$ cat src/rtl/serial_arith_pkg.sv
// Shared types and helpers for the bit-serial arithmetic units.
package serial_arith_pkg;

   localparam int DEFAULT_WIDTH = 8;

   localparam logic [1:0] ST_IDLE  = 2'd0;
   localparam logic [1:0] ST_SHIFT = 2'd1;
   localparam logic [1:0] ST_DONE  = 2'd2;

   typedef enum logic [1:0] {
      IDLE  = ST_IDLE,
      SHIFT = ST_SHIFT,
      DONE  = ST_DONE
   } state_t;

   function automatic logic majority3(input logic x, input logic y, input logic z);
      return (x & y) | (x & z) | (y & z);
   endfunction

endpackage

$ cat src/rtl/full_adder_cell.sv
// 1-bit arithmetic cells. With SERIAL_ADDER_SUB_EN an add/subtract cell is also provided,
// its borrow path using the full-subtractor equations.
module full_adder_cell
   import serial_arith_pkg::*;
(
   input  logic a,
   input  logic b,
   input  logic c,
   output logic s,
   output logic co
);

   assign s  = a ^ b ^ c;
   assign co = majority3(a, b, c);

endmodule

`ifdef SERIAL_ADDER_SUB_EN
module addsub_cell
   import serial_arith_pkg::*;
(
   input  logic a,
   input  logic b,
   input  logic c,
   input  logic sub,
   output logic s,
   output logic co
);

   logic borrow_s;

   assign borrow_s = (~a & b) | (~a & c) | (b & c);
   assign s        = a ^ b ^ c;
   assign co       = sub ? borrow_s : majority3(a, b, c);

endmodule
`endif

$ cat src/rtl/serial_adder.sv
// Bit-serial adder: one full-adder cell, LSB first, result published on the DONE cycle.
// Define SERIAL_ADDER_SUB_EN to add the sub port (a - b - cin with borrow-out on cout).
module serial_adder
   import serial_arith_pkg::*;
#(
   parameter int WIDTH = DEFAULT_WIDTH
) (
   input  logic             clk,
   input  logic             rst,
   input  logic             start,
   input  logic [WIDTH-1:0] a,
   input  logic [WIDTH-1:0] b,
   input  logic             cin,
`ifdef SERIAL_ADDER_SUB_EN
   input  logic             sub,
`endif
   output logic             busy,
   output logic             done,
   output logic [WIDTH-1:0] sum,
   output logic             cout
);

   localparam int CNT_W = $clog2(WIDTH + 1);
   localparam logic [CNT_W-1:0] LAST_CNT = CNT_W'(WIDTH - 1);

   state_t           state_r;
   state_t           state_nxt_s;
   logic [WIDTH-1:0] a_sr_r;
   logic [WIDTH-1:0] b_sr_r;
   logic [WIDTH-1:0] sum_sr_r;
   logic             carry_r;
   logic [CNT_W-1:0] count_r;
   logic             bit_s;
   logic             carry_nxt_s;

`ifdef SERIAL_ADDER_SUB_EN
   logic sub_r;

   addsub_cell u_cell (
      .a   (a_sr_r[0]),
      .b   (b_sr_r[0]),
      .c   (carry_r),
      .sub (sub_r),
      .s   (bit_s),
      .co  (carry_nxt_s)
   );

   // Mode flag is captured together with the operands.
   always_ff @(posedge clk or posedge rst) begin
      if (rst) begin
         sub_r <= 1'b0;
      end else if (state_r == IDLE && start) begin
         sub_r <= sub;
      end
   end
`else
   full_adder_cell u_cell (
      .a  (a_sr_r[0]),
      .b  (b_sr_r[0]),
      .c  (carry_r),
      .s  (bit_s),
      .co (carry_nxt_s)
   );
`endif

   // Next-state logic.
   always_comb begin
      state_nxt_s = state_r;
      case (state_r)
         IDLE: begin
            if (start) state_nxt_s = SHIFT;
            else       state_nxt_s = IDLE;
         end
         SHIFT: begin
            if (count_r == LAST_CNT) state_nxt_s = DONE;
            else                     state_nxt_s = SHIFT;
         end
         DONE:    state_nxt_s = IDLE;
         default: state_nxt_s = IDLE;
      endcase
   end

   // State, datapath and registered outputs; sum/cout only move on the DONE cycle.
   always_ff @(posedge clk or posedge rst) begin
      if (rst) begin
         state_r  <= IDLE;
         busy     <= 1'b0;
         done     <= 1'b0;
         sum      <= {WIDTH{1'b0}};
         cout     <= 1'b0;
         a_sr_r   <= {WIDTH{1'b0}};
         b_sr_r   <= {WIDTH{1'b0}};
         sum_sr_r <= {WIDTH{1'b0}};
         carry_r  <= 1'b0;
         count_r  <= {CNT_W{1'b0}};
      end else begin
         state_r <= state_nxt_s;
         busy    <= (state_nxt_s == SHIFT);
         done    <= (state_r == DONE);
         case (state_r)
            IDLE: begin
               if (start) begin
                  a_sr_r  <= a;
                  b_sr_r  <= b;
                  carry_r <= cin;
                  count_r <= {CNT_W{1'b0}};
               end
            end
            SHIFT: begin
               carry_r  <= carry_nxt_s;
               a_sr_r   <= a_sr_r >> 1;
               b_sr_r   <= b_sr_r >> 1;
               sum_sr_r <= {bit_s, sum_sr_r[WIDTH-1:1]};
               count_r  <= count_r + CNT_W'(1);
            end
            DONE: begin
               sum  <= sum_sr_r;
               cout <= carry_r;
            end
            default: begin
               count_r <= {CNT_W{1'b0}};
            end
         endcase
      end
   end

endmodule

$ cat config.mk
export PLATFORM = sky130hd
export DESIGN_NAME = serial_adder
export DESIGN_NICKNAME = d
export VERILOG_FILES = /design/src/rtl/serial_arith_pkg.sv /design/src/rtl/full_adder_cell.sv /design/src/rtl/serial_adder.sv
export SDC_FILE = /design/constraint.sdc
export NUM_CORES = 1
export LEC_CHECK = 0
export CAP_MARGIN = 30
export CORE_ASPECT_RATIO = 1.5
export CORE_MARGIN = 2
export CORE_UTILIZATION = 45
export CTS_CLUSTER_SIZE = 40
export DETAILED_ROUTE_END_ITERATION = 10
export GPL_ROUTABILITY_DRIVEN = 1
export PLACE_DENSITY = 0.7
export SETUP_SLACK_MARGIN = 0.02
export SLEW_MARGIN = 20
export SYNTH_ARGS = -nofsm -noshare
export SYNTH_HDL_FRONTEND = slang
export SYNTH_SLANG_ARGS = --single-unit
$ cat constraint.sdc
create_clock -name clk -period 3.6 [get_ports clk]
set_input_delay 0.72 -clock clk [delete_from_list [all_inputs] [get_ports clk]]
set_output_delay 0.72 -clock clk [all_outputs]
set_load 0.01 [all_outputs]
==> results.tsv, run 1 <==
metric	value	unit
status	finished, final reports clean	
ys_area	1790	um^2
area_growth	24.7	%
critPathMaxStageDelay	530	ps
portBuffers	30	
rsz0062_at_grt	no	
seq_power	799	uW
path_cells	clkdlybuf4s50_1	
swShare	31.1	%
p_clk_share	20.1	%
grt_use_total	14.9	%
r2r_slack	1850	ps
muxShareOfSynthArea	19.7	%
sequentialPowerShare	43.4	%
p_leak	1.07	nW
insertion_delay	290	ps
grt_pass1_vias	1067	
crit_arrival	1170	ps
synth-edff-count	0	
top_usage_layer	met2	
relSlewSlack	43.3	%
xor_share	0.978	%
hold_path_class	reg2reg	
top_cell	dfrtp_1	
post_synth.cell_area_avg	13.3	um^2
drt-pass1-iter-count	4	
clock-root-buffer	clkbuf_8	
critical_path_class	reg2out	
core-area	3890	um^2
numSynthFlops	42	
dpl_cell_area	2120	um^2
grt_pass1_wl	5060	um
ys.flop_type	dfrtp_1	
grt_use_met1	17.5	%
synth_seq_share	58.7	%
mostFrequentLayoutCell	dfrtp_1	
cts_tree	built	
clock_tree.buffer_depth	2	
comb_power	674	uW
endpoint_kind	output pin	
wl_met3	133	um
grt_max_degree	33	
cts.clk_slew.worst_paths	70	ps
tool_warnings	26	
drt-met1-wl	1280	um
p_per_area	826	nW/um^2
top_cells_by_area	dfrtp_1 59%, mux2_2 10%, mux2i_1 8.4%, o21ai_1 4.2%, buf_12 3.4%	
die_area	4510	um^2
viasPerCell	5.12	
wl_met2	1440	um
top_area_share	58.7	%
avgRoutedWirePerCell	13.7	um
drt_wl_total	2930	um
yosys_warnings	0	
antenna_found_initial	0	
ys_sh_adder	1.82	%
start_kind	flip-flop	
clock-sinks	42	
powerClk	371	uW
slew_viol_final	0	
dpl.hpwl	2110	um
critPathTopFamily	buffers and inverters	
post-route-period-util	52.5	%
period_minus_slack	1890	ps
syn_inst	135	
hold_violations	0	
## run 1: final timing paths
path / endpoint
min in group asynchronous: sum[3]
max reg2reg: sum_sr_r[4]
max: sum[0]
min: sum[4]
min reg2reg: sum[4]
max in group asynchronous: a_sr_r[0]
## run 1: per-stage QoR
step | hold slack, ps | cells | setup WS, ps
floorplan | 455 | 135 | 1910
global placement | 471 | 206 | 1510
detailed placement | 481 | 207 | 1640
CTS | 497 | 214 | 1680
global route | 514 | 214 | 1650
finish | 490 | 214 | 1710
## run 1: cell type report
| type | count | area [um^2] |
|---|---|---|
| repair buffers | 34 | 350 |
| fillers | 330 | 1660 |
| clock buffers | 6 | 82.6 |
| clock inverters | 1 | 30.0 |
| well taps | 45 | 56.3 |
| flip-flops and latches | 42 | 1050 |
| inverters | 3 | 11.3 |
| multi-input cells | 83 | 651 |
run_1/ff_map.png
Bar = 20 um. Other sequential cells in the stronger grey, the rest of the logic in the fainter grey.
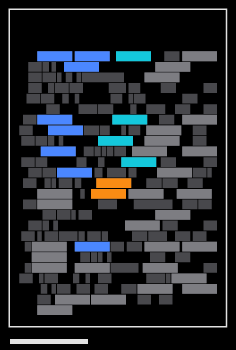
[count_r] cyan | placed flops: 4
[a_sr_r] blue | placed flops: 8
[state_r] orange | placed flops: 2

run_1/m1.png
Bar = 20 um.
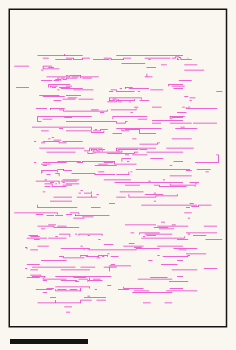
main direction: horizontal
nets with wire on the layer: 158
wire length on this layer: 1,280 um
longest straight run: 17.5 um

run_1/pinout.png
Bar = 20 um. Pins as bars across the die edge, other pins in grey.
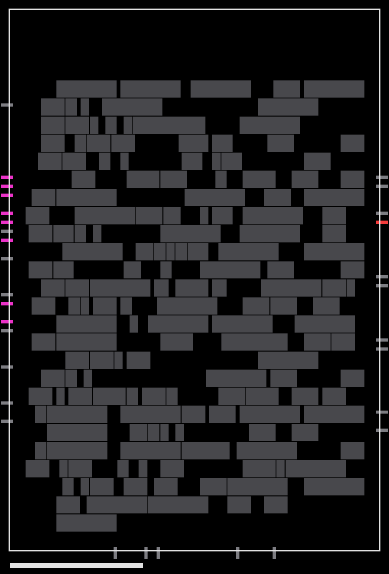
[a] magenta | pins: 8 | direction: input | edge: west
[busy] red | pins: 1 | direction: output | edge: east

run_1/route_heat.png
Bar = 20 um. 11 x 16 tiles, from dark blue (low) to red (high), scaled to the fullest tile. Values are wire area over tile area, all layers added.
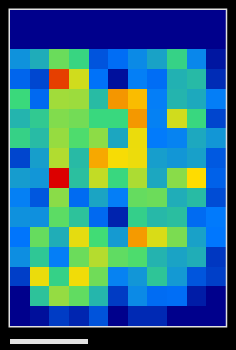

## Run 2: what changed since run 1
- PLACE_DENSITY: 0.7 -> 0.72
- clock period: 3.6 -> 1.65 ns (I/O delays scaled with it)
run_2/route_heat.png
Bar = 20 um. 11 x 16 tiles, from dark blue (low) to red (high), scaled to the fullest tile. Values are wire area over tile area, all layers added.
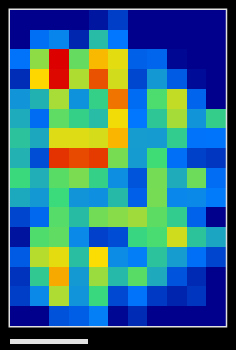
nearly empty tiles: 17%
fullest tile: 0.30
emptiest ninth of the die: north-east
tiles over half the peak: 27%

==> results.tsv, run 2 <==
metric	value	unit	change
grt_use_total	14.5	%	was 14.9%
post_cts_buffers	0		unchanged
cts.clk_slew.worst_paths	70	ps	about the same
die_area	4510	um^2	unchanged
area_growth	25.0	%	was 24.7%
period_minus_slack	1500	ps	
numSynthFlops	42		unchanged
ys.flop_type	dfrtp_1		unchanged
dpl.hpwl	2050	um	was 2110 um
muxShareOfSynthArea	19.7	%	unchanged
max_freq	666	MHz	
rsz0062_at_grt	no		unchanged
endpoint_kind	output pin		unchanged
portBuffers	30		unchanged
stdcell_count	216		was 214
avgRoutedWirePerCell	13.0	um	was 13.7 um
xor_share	0.978	%	unchanged
drt-met1-wl	1130	um	was 1280 um
grt_use_met1	15.8	%	was 17.5%
yosys_warnings	0		unchanged
core.rowCount	28		unchanged
grt_pass1_vias	1151		was 1,067
syn_inst	135		unchanged
clock-root-buffer	clkbuf_8		unchanged
status	finished, final reports clean		unchanged
mostFrequentLayoutCell	dfrtp_1		unchanged
tool_warnings	26		unchanged
hold_path_class	in2async		was reg2reg
insertion_delay	290	ps	about the same
cp_max_fo	2		unchanged
top_cell	dfrtp_1		unchanged
synth-edff-count	0		unchanged
critical_path_class	reg2out		unchanged
post-route-period-util	90.9	%	
max_slew.worst_pin.slew	449	ps	was 849 ps
die_y	81.3	um	unchanged
top_area_share	58.7	%	unchanged
slew_viol_final	0		unchanged
fp_util	46.0	%	unchanged
reg2reg_to	a_sr_r[3]		was sum_sr_r[4]
clock-sinks	42		unchanged
cts_tree	built		unchanged
synth_seq_share	58.7	%	unchanged
routed.top_layer	met4		unchanged
num_vias	1106		was 1,096
ys_sh_adder	1.82	%	unchanged
hold_slack	404	ps	was 490 ps
p_total	4.08	mW	was 1.84 mW
pre_cts_slack	131	ps	was 1640 ps
top_cells_by_area	dfrtp_1 59%, mux2_2 10%, mux2i_1 8.4%, o21ai_1 4.2%, buf_12 3.4%		unchanged
p_per_area	1820	nW/um^2	was 826 nW/um^2
crit_start	sum[7]		was sum[0]
core-area	3890	um^2	unchanged
dpl_cell_area	2130	um^2	was 2120 um^2
drive_gt1_share	17.0	%	was 17.2%
top_usage_layer	met2		unchanged
critPathTopFamily	buffers and inverters		unchanged
drt_wl_total	2820	um	was 2930 um
wl_met3	137	um	was 133 um
relSlewSlack	70.0	%	was 43.3%
clock_tree.buffer_depth	2		unchanged
grtUsageMet3	4.30	%	was 4.94%
ys_area	1790	um^2	unchanged
p_leak	1.08	nW	was 1.07 nW
cp.depth	1		unchanged
yosys_cells	135		unchanged
grt_pass1_wl	4990	um	was 5060 um
numCtsBuffers	5		unchanged
cts_resized	0		unchanged
drt-pass1-iter-count	2		was 4
crit_arrival	1170	ps	about the same
hold_violations	0		unchanged
r2r_slack	160	ps	was 1850 ps
critPathMaxStageDelay	530	ps	about the same
cts-hold-fix-buffers	0		unchanged
wl_met2	1480	um	was 1440 um
endpoint	sum[7]		was sum[0]
mostFrequentLayoutCells	42 x dfrtp_1, 30 x clkdlybuf4s50_1, 16 x nand2_1, 16 x mux2_2		unchanged
grt_max_degree	43		was 33
postLayoutSetupSlackWorst	149	ps	was 1710 ps
start_kind	flip-flop		unchanged
path_cells	clkdlybuf4s50_1		unchanged
global_route.usage.met2	25.7	%	was 24.3%
placed_cells	208		was 207
cp_num_buf_inv	1		unchanged
viasPerCell	5.12		about the same
fillers	336		was 330
post_synth.cell_area_avg	13.3	um^2	unchanged
die_w	55.5	um	unchanged
antenna_found_initial	0		unchanged
run_2/ff_map.png
Bar = 20 um. Other sequential cells in the stronger grey, the rest of the logic in the fainter grey.
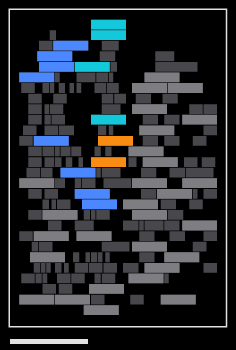
[a_sr_r] blue | placed flops: 8
[count_r] cyan | placed flops: 4 | where: north
[state_r] orange | placed flops: 2

[run 2: layout make-up]
| type | count | area, um^2 | share of cell area (%) |
|---|---|---|---|
| Timing Repair Buffer | 35 | 363 | 16.2 |
| Inverter | 3 | 11.3 | 0.503 |
| Clock buffer | 7 | 76.3 | 3.41 |
| Tap cell | 45 | 56.3 | 2.52 |
| Clock inverter | 1 | 30.0 | 1.34 |
| Multi-Input combinational cell | 83 | 651 | 29.1 |
| Sequential cell | 42 | 1050 | 47.0 |
[run 2: power by group]
part | switching (mW) | internal [mW]
Combinational | 0.663 | 0.903
Sequential | 0.275 | 1.46
Clock | 0.325 | 0.453
Total | 1.26 | 2.82
Power and IR drop assume default switching activity.
